==> src/rtl/sparse_pkg.sv <==
// Shared state encoding and default sizing for the sparse frame encoder.
package sparse_pkg;

    localparam int default_col_length         = 8;
    localparam int default_word_length        = 8;
    localparam int default_double_word_length = 16;
    localparam int default_image_size         = 7;
    localparam int default_max_nnz            = 52;

    typedef enum logic [1:0] {
        IDLE    = 2'd0,
        COLLECT = 2'd1,
        DONE    = 2'd2
    } state_t;

endpackage

==> src/rtl/sparse_entry_buf.sv <==
// Indexed (value, column, row) entry storage with a frame-start clear that zero-fills
// every slot while still accepting the first write of the new frame.
module sparse_entry_buf
    import sparse_pkg::*;
#(
    parameter int col_length         = default_col_length,
    parameter int word_length        = default_word_length,
    parameter int double_word_length = default_double_word_length,
    parameter int max_nnz            = default_max_nnz
) (
    input  logic                              clk,
    input  logic                              rst,
    input  logic                              clear,
    input  logic                              wr_en,
    input  logic [double_word_length-1:0]     wr_idx,
    input  logic [word_length-1:0]            wr_value,
    input  logic [col_length-1:0]             wr_col,
    input  logic [col_length-1:0]             wr_row,
    output logic [max_nnz*word_length-1:0]    feature_value,
    output logic [max_nnz*col_length-1:0]     feature_cols,
    output logic [max_nnz*col_length-1:0]     feature_rows
);

    generate
        for (genvar gi = 0; gi < max_nnz; gi++) begin : g_entry
            logic [word_length-1:0] value_reg;
            logic [col_length-1:0]  col_reg;
            logic [col_length-1:0]  row_reg;
            logic                   hit;

            assign hit = wr_en && (wr_idx == double_word_length'(gi));

            // A write wins over clear so the first pixel of a frame lands in slot 0.
            always_ff @(posedge clk or negedge rst) begin
                if (!rst) begin
                    value_reg <= '0;
                    col_reg   <= '0;
                    row_reg   <= '0;
                end else if (hit) begin
                    value_reg <= wr_value;
                    col_reg   <= wr_col;
                    row_reg   <= wr_row;
                end else if (clear) begin
                    value_reg <= '0;
                    col_reg   <= '0;
                    row_reg   <= '0;
                end
            end

            assign feature_value[(gi+1)*word_length-1 -: word_length] = value_reg;
            assign feature_cols[(gi+1)*col_length-1 -: col_length]    = col_reg;
            assign feature_rows[(gi+1)*col_length-1 -: col_length]    = row_reg;
        end
    endgenerate

endmodule

==> src/rtl/sparse_encoder.sv <==
// Dense-to-sparse frame encoder: raster pixels in, (value, col, row) list out per frame.
// Optional magnitude threshold input when SPARSE_ENC_THRESH_EN is defined.
module sparse_encoder
    import sparse_pkg::*;
#(
    parameter int col_length         = default_col_length,
    parameter int word_length        = default_word_length,
    parameter int double_word_length = default_double_word_length,
    parameter int image_size         = default_image_size,
    parameter int max_nnz            = default_max_nnz
) (
    input  logic                              clk,
    input  logic                              rst,
    input  logic                              in_valid,
    input  logic signed [word_length-1:0]     pixel_in,
`ifdef SPARSE_ENC_THRESH_EN
    input  logic [word_length-1:0]            threshold,
`endif
    output logic                              in_ready,
    output logic                              out_valid,
    output logic [double_word_length-1:0]     feature_valid_num,
    output logic [max_nnz*word_length-1:0]    feature_value,
    output logic [max_nnz*col_length-1:0]     feature_cols,
    output logic [max_nnz*col_length-1:0]     feature_rows,
    output logic                              overflow
);

    localparam logic [col_length-1:0]         last_idx = col_length'(image_size - 1);
    localparam logic [double_word_length-1:0] cap      = double_word_length'(max_nnz);

    state_t                        state_reg;
    logic                          in_ready_reg;
    logic                          out_valid_reg;
    logic                          overflow_reg;
    logic [col_length-1:0]         row_reg;
    logic [col_length-1:0]         col_reg;
    logic [double_word_length-1:0] count_reg;

    logic                          accept;
    logic                          start;
    logic                          is_nz;
    logic                          room;
    logic                          last_pixel;
    logic                          wr_en;
    logic [double_word_length-1:0] count_base;
    logic                          overflow_base;

`ifdef SPARSE_ENC_THRESH_EN
    // One extra bit so the most negative pixel has a representable magnitude.
    logic signed [word_length:0] pixel_ext;
    logic [word_length:0]        pixel_mag;

    assign pixel_ext = {pixel_in[word_length-1], pixel_in};
    assign pixel_mag = pixel_in[word_length-1] ? $unsigned(-pixel_ext) : $unsigned(pixel_ext);
    assign is_nz     = pixel_mag > {1'b0, threshold};
`else
    assign is_nz = |pixel_in;
`endif

    assign accept     = in_valid && in_ready_reg;
    assign start      = accept && (state_reg == IDLE);
    assign last_pixel = (row_reg == last_idx) && (col_reg == last_idx);

    // On the first pixel of a frame the previous results are discarded in the same cycle.
    assign count_base    = start ? '0 : count_reg;
    assign overflow_base = start ? 1'b0 : overflow_reg;
    assign room          = count_base < cap;
    assign wr_en         = accept && is_nz && room;

    always_ff @(posedge clk or negedge rst) begin
        if (!rst) begin
            state_reg     <= IDLE;
            in_ready_reg  <= 1'b0;
            out_valid_reg <= 1'b0;
            overflow_reg  <= 1'b0;
            row_reg       <= '0;
            col_reg       <= '0;
            count_reg     <= '0;
        end else begin
            out_valid_reg <= 1'b0;
            case (state_reg)
                IDLE, COLLECT: begin
                    in_ready_reg <= 1'b1;
                    if (accept) begin
                        if (last_pixel) begin
                            row_reg <= '0;
                            col_reg <= '0;
                        end else if (col_reg == last_idx) begin
                            row_reg <= row_reg + 1'b1;
                            col_reg <= '0;
                        end else begin
                            col_reg <= col_reg + 1'b1;
                        end

                        count_reg    <= wr_en ? count_base + 1'b1 : count_base;
                        overflow_reg <= overflow_base | (is_nz & ~room);

                        if (last_pixel) begin
                            state_reg     <= DONE;
                            in_ready_reg  <= 1'b0;
                            out_valid_reg <= 1'b1;
                        end else begin
                            state_reg <= COLLECT;
                        end
                    end
                end
                DONE: begin
                    state_reg    <= IDLE;
                    in_ready_reg <= 1'b1;
                end
                default: begin
                    state_reg    <= IDLE;
                    in_ready_reg <= 1'b1;
                end
            endcase
        end
    end

    sparse_entry_buf #(
        .col_length         (col_length),
        .word_length        (word_length),
        .double_word_length (double_word_length),
        .max_nnz            (max_nnz)
    ) u_entry_buf (
        .clk           (clk),
        .rst           (rst),
        .clear         (start),
        .wr_en         (wr_en),
        .wr_idx        (count_base),
        .wr_value      (pixel_in),
        .wr_col        (col_reg),
        .wr_row        (row_reg),
        .feature_value (feature_value),
        .feature_cols  (feature_cols),
        .feature_rows  (feature_rows)
    );

    assign in_ready          = in_ready_reg;
    assign out_valid         = out_valid_reg;
    assign feature_valid_num = count_reg;
    assign overflow          = overflow_reg;

endmodule

==> config.mk <==
export PLATFORM = sky130hd
export DESIGN_NAME = sparse_encoder
export DESIGN_NICKNAME = d
export VERILOG_FILES = /design/src/rtl/sparse_pkg.sv /design/src/rtl/sparse_entry_buf.sv /design/src/rtl/sparse_encoder.sv
export SDC_FILE = /design/constraint.sdc
export NUM_CORES = 1
export LEC_CHECK = 0
export ABC_AREA = 1
export CORE_AREA = 2 2 498 500
export CTS_CLUSTER_DIAMETER = 100
export DETAILED_ROUTE_END_ITERATION = 10
export DIE_AREA = 0 0 500 502
export SLEW_MARGIN = 20
export SYNTH_ARGS = -nofsm -noshare
export SYNTH_HDL_FRONTEND = slang
export SYNTH_SLANG_ARGS = --single-unit
==> constraint.sdc <==
create_clock -name clk -period 5.6 [get_ports clk]
set_input_delay 0.84 -clock clk [delete_from_list [all_inputs] [get_ports clk]]
set_output_delay 0.84 -clock clk [all_outputs]
set_load 0.05 [all_outputs]
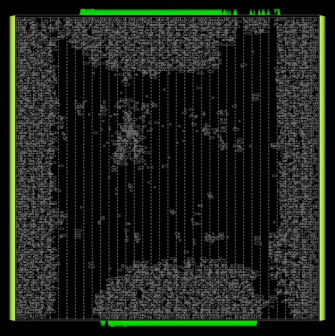
Fig. 1. Cell outlines without signal wires.
row cnt: 182
Tap Cells: 3,220
sequential cell count: 1,285
Util after Layout: 30.8%

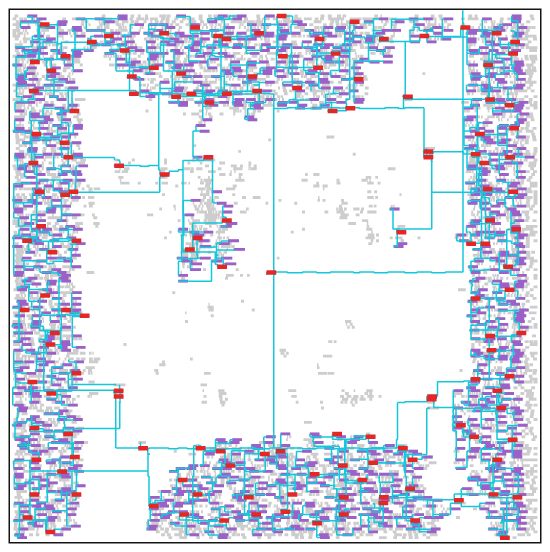
Fig. 2. Clock wires, drivers and flops.
purple -> flip-flops  # count 1,285
red -> cells driving clock nets  # count 147
cyan -> clock wires  # length 18,300 um
flops lie = spread over the die
routed clock nets = 148
clock group power: 9.92 mW
skew final: 0.0284 ns
power share of the clock group: 45.8%
Clock Latency Late Sink: 0.80 ns

==> results.cfg <==
; yosys + openroad results
[run_status]
outcome = finished clean

[yosys]
synth-xor-area-share_pct = 0.113
flop_cell = dfrtp_1
top_cell_area_share_pct = 59.2
area_leaders = dfrtp_1 59%, nand3_1 23%, nand2_1 9.0%
syn_inst = 6059
logic_family = simple AND/OR/NAND/NOR gates
yosys_area_sq_um = 54300
simple_gate_share_pct = 34.6
ys_sh_mux_pct = 0
synth-edff-count = 0
ys_ff = 1285
synthAoiAreaFrac_pct = 0.263
ys_seq_share_pct = 59.2
fa_ha_area_share_pct = 0.184
ys_cells = 6059
async_reset_ff_share_pct = 100
yosys.area.top_type = dfrtp_1
synth_nets = 6078
netlist_area_sq_um = 54300
synth_warnings = 0
avgSynthCellArea_sq_um = 8.96
synth.distinct_cells = 34

[placement]
io_buffers = 1277
post-place-cells = 10100
postPlaceCellArea_sq_um = 70600
pre_cts_slack_ns = 0.661
hpwl_um = 178000
gp_congestion = 0.832

[drt]
vias = 52600
wirelength_um = 281000
drc = 0
viasPerCell = 5.06
routedWlPerCell_um = 27.0
detail-route-antenna-nets = 0
drt_iter0_drc = 6349
dr.pass1.iters = 6

[cells_and_area]
final-seq-area_sq_um = 32200
clock_area_share_pct = 6.51
num-nets-final = 7057
comb_share_pct = 25.8
area_growth_pct = 39.2
dominant_cells = registers
antennaDiodeCount = 5
buf_share_pct = 19.5
logic_gates = 4070
num-nonclk-inverters = 43
fin_area_sq_um = 75600
n_fill_cell = 25300
nNonClkBuffers = 1491
final_cells = 10400
num-clock-buffers = 217

[setup_path]
crit_required_ns = 6.26
cpMaxStageDelayCell = clkdlybuf4s50_1
r2r_start = in_ready
crit_buf_inv = 3
cp_max_fo = 39
rrSetupSlack_ns = 1.78
crit_path_start = in_valid
cp.arrival_ns = 4.61
worstRegToRegCells = 10
slowest_delay_ns = 0.64
path_delay_family = simple AND/OR/NAND/NOR gates
critPathMostFrequentCell = nand2_1
path_cells = clkdlybuf4s50_1, nand2_1, inv_2, nand2_8, o21ai_1, nand2_2, nor2_1, nand4_1, buf_4, nand3_1, nand2_1
r2r-end = u_entry_buf.g_entry[40].col_reg[0]
worstSetupPathType = in -> reg
path_depth = 11
start_kind = input port

[worst_hold_path]
hold_path_class = reg -> reg
worstHoldStart = u_entry_buf.g_entry[4].col_reg[2]
min_to = u_entry_buf.g_entry[4].col_reg[2]
whs_path_depth = 2

[global_routing]
grt_pass1_wl_um = 390000
antenna_found_initial = 22
overflow = 0
grt_usage_pct = 21.5
grt_max_degree = 239

[timing]
timing.fmax_mhz = 253
fin_crit_sh_pct = 70.5
rsz0062_at_grt = no
max_slew.worst_pin.slew_ns = 1.21
maxSlewHeadroom_pct = 19.5
period_minus_slack_ns = 3.95
hold_ws_ns = 0.493
finalHoldViolations = 0
drv_slew = 0
setup_ws_ns = 1.65

[clock_tree]
cts.sinks = 1285
cts_tree = built
cts_root_buf = clkbuf_16
numCtsBuffers = 147
path_clk_slew_ns = 0.06
holdBufCountCts = 1
htreeDepth = 4
clockBufferDepth = 3
cts_setup_buffers = 0
post_cts_resized = 0

[power]
p_leak_nw = 37.4
finalPower_mw = 21.6
p_sw_share_pct = 29.5
ir_worst_vdd_v = 0.000293
internal_power_mw = 15.3
comb_power_share_pct = 8.3

[floorplan]
die_x_um = 500
placeableCoreArea_sq_um = 245000
fp_util_pct = 22.1
die_h_um = 502
dieArea_sq_um = 251000

[run]
warnings = 71
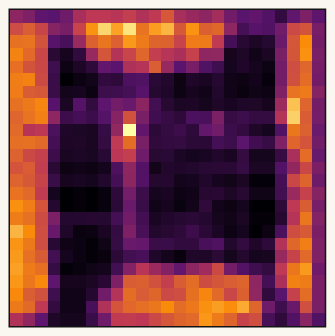
Fig. 3. Wiring heat map.
25 x 25 tiles, from black (low) to pale yellow (high), scaled to the fullest tile. Values are wire area over tile area, all layers added.
fullest tile = 0.60
tiles over half the peak = 31%
nearly empty tiles = 2.9%

==> power groups by stage <==
| stage | clock network, mW | logic (mW) | registers (mW) |
|---|---|---|---|
| floorplan | 0 | 0.716 | 9.63 |
| CTS | 10.1 | 1.82 | 9.92 |
| detailed placement | 0 | 1.82 | 10.1 |
| global route | 10.5 | 1.85 | 9.92 |
| finish | 9.92 | 1.79 | 9.92 |
| global placement | 0 | 1.79 | 10.1 |
==> layer usage <==
| layer | global-route usage [%] | wire [um] | share of wire [%] |
|---|---|---|---|
| met4 | 11.6 | 16500 | 5.9 |
| met5 | 0 | 42 | 0.015 |
| met2 | 33.4 | 126000 | 45 |
| met1 | 26.9 | 109000 | 39 |
| met3 | 6.09 | 28700 | 10 |
==> cell usage after synthesis (3+ instances only) <==
cell type / number
nand2_2: 3
clkbuf_1: 330
buf_1: 59
inv_2: 5
nand4_1: 57
dfrtp_1: 1285
xor2_1: 6
a21oi_1: 4
buf_2: 250
nand3_1: 2518
ha_1: 8
nor3_2: 50
nor2_1: 84
buf_4: 20
nand2_1: 1304
o21ai_0: 8
inv_1: 36
nor3_1: 10
==> worst register-to-register path, delay by kind of cell, from the launching register on <==
family                 cells  cell delay, ns
and+or+nand+nor            7            1.97
buffers and inverters      2            0.69
DFF                        1            0.54
AOI/OAI and AO/OA          1            0.48
==> cell usage in the layout, fill, tap and decap left out, drive strengths merged, types with 2 or more instances in the layout <==
master	instances
o21ai	11
ha	8
o31ai	2
buf	222
o21a	2
nand4	57
dfrtp	1285
a21oi	5
nand3b	2
xor2	6
nand3	2521
clkdlybuf4s50	1268
clkbuf	217
inv	51
bufinv	7
nand2	1307
clkinv	28
nor2	84
diode	5
nor3	60
clkinvlp	7
Power is estimated from default activity; no workload was simulated.
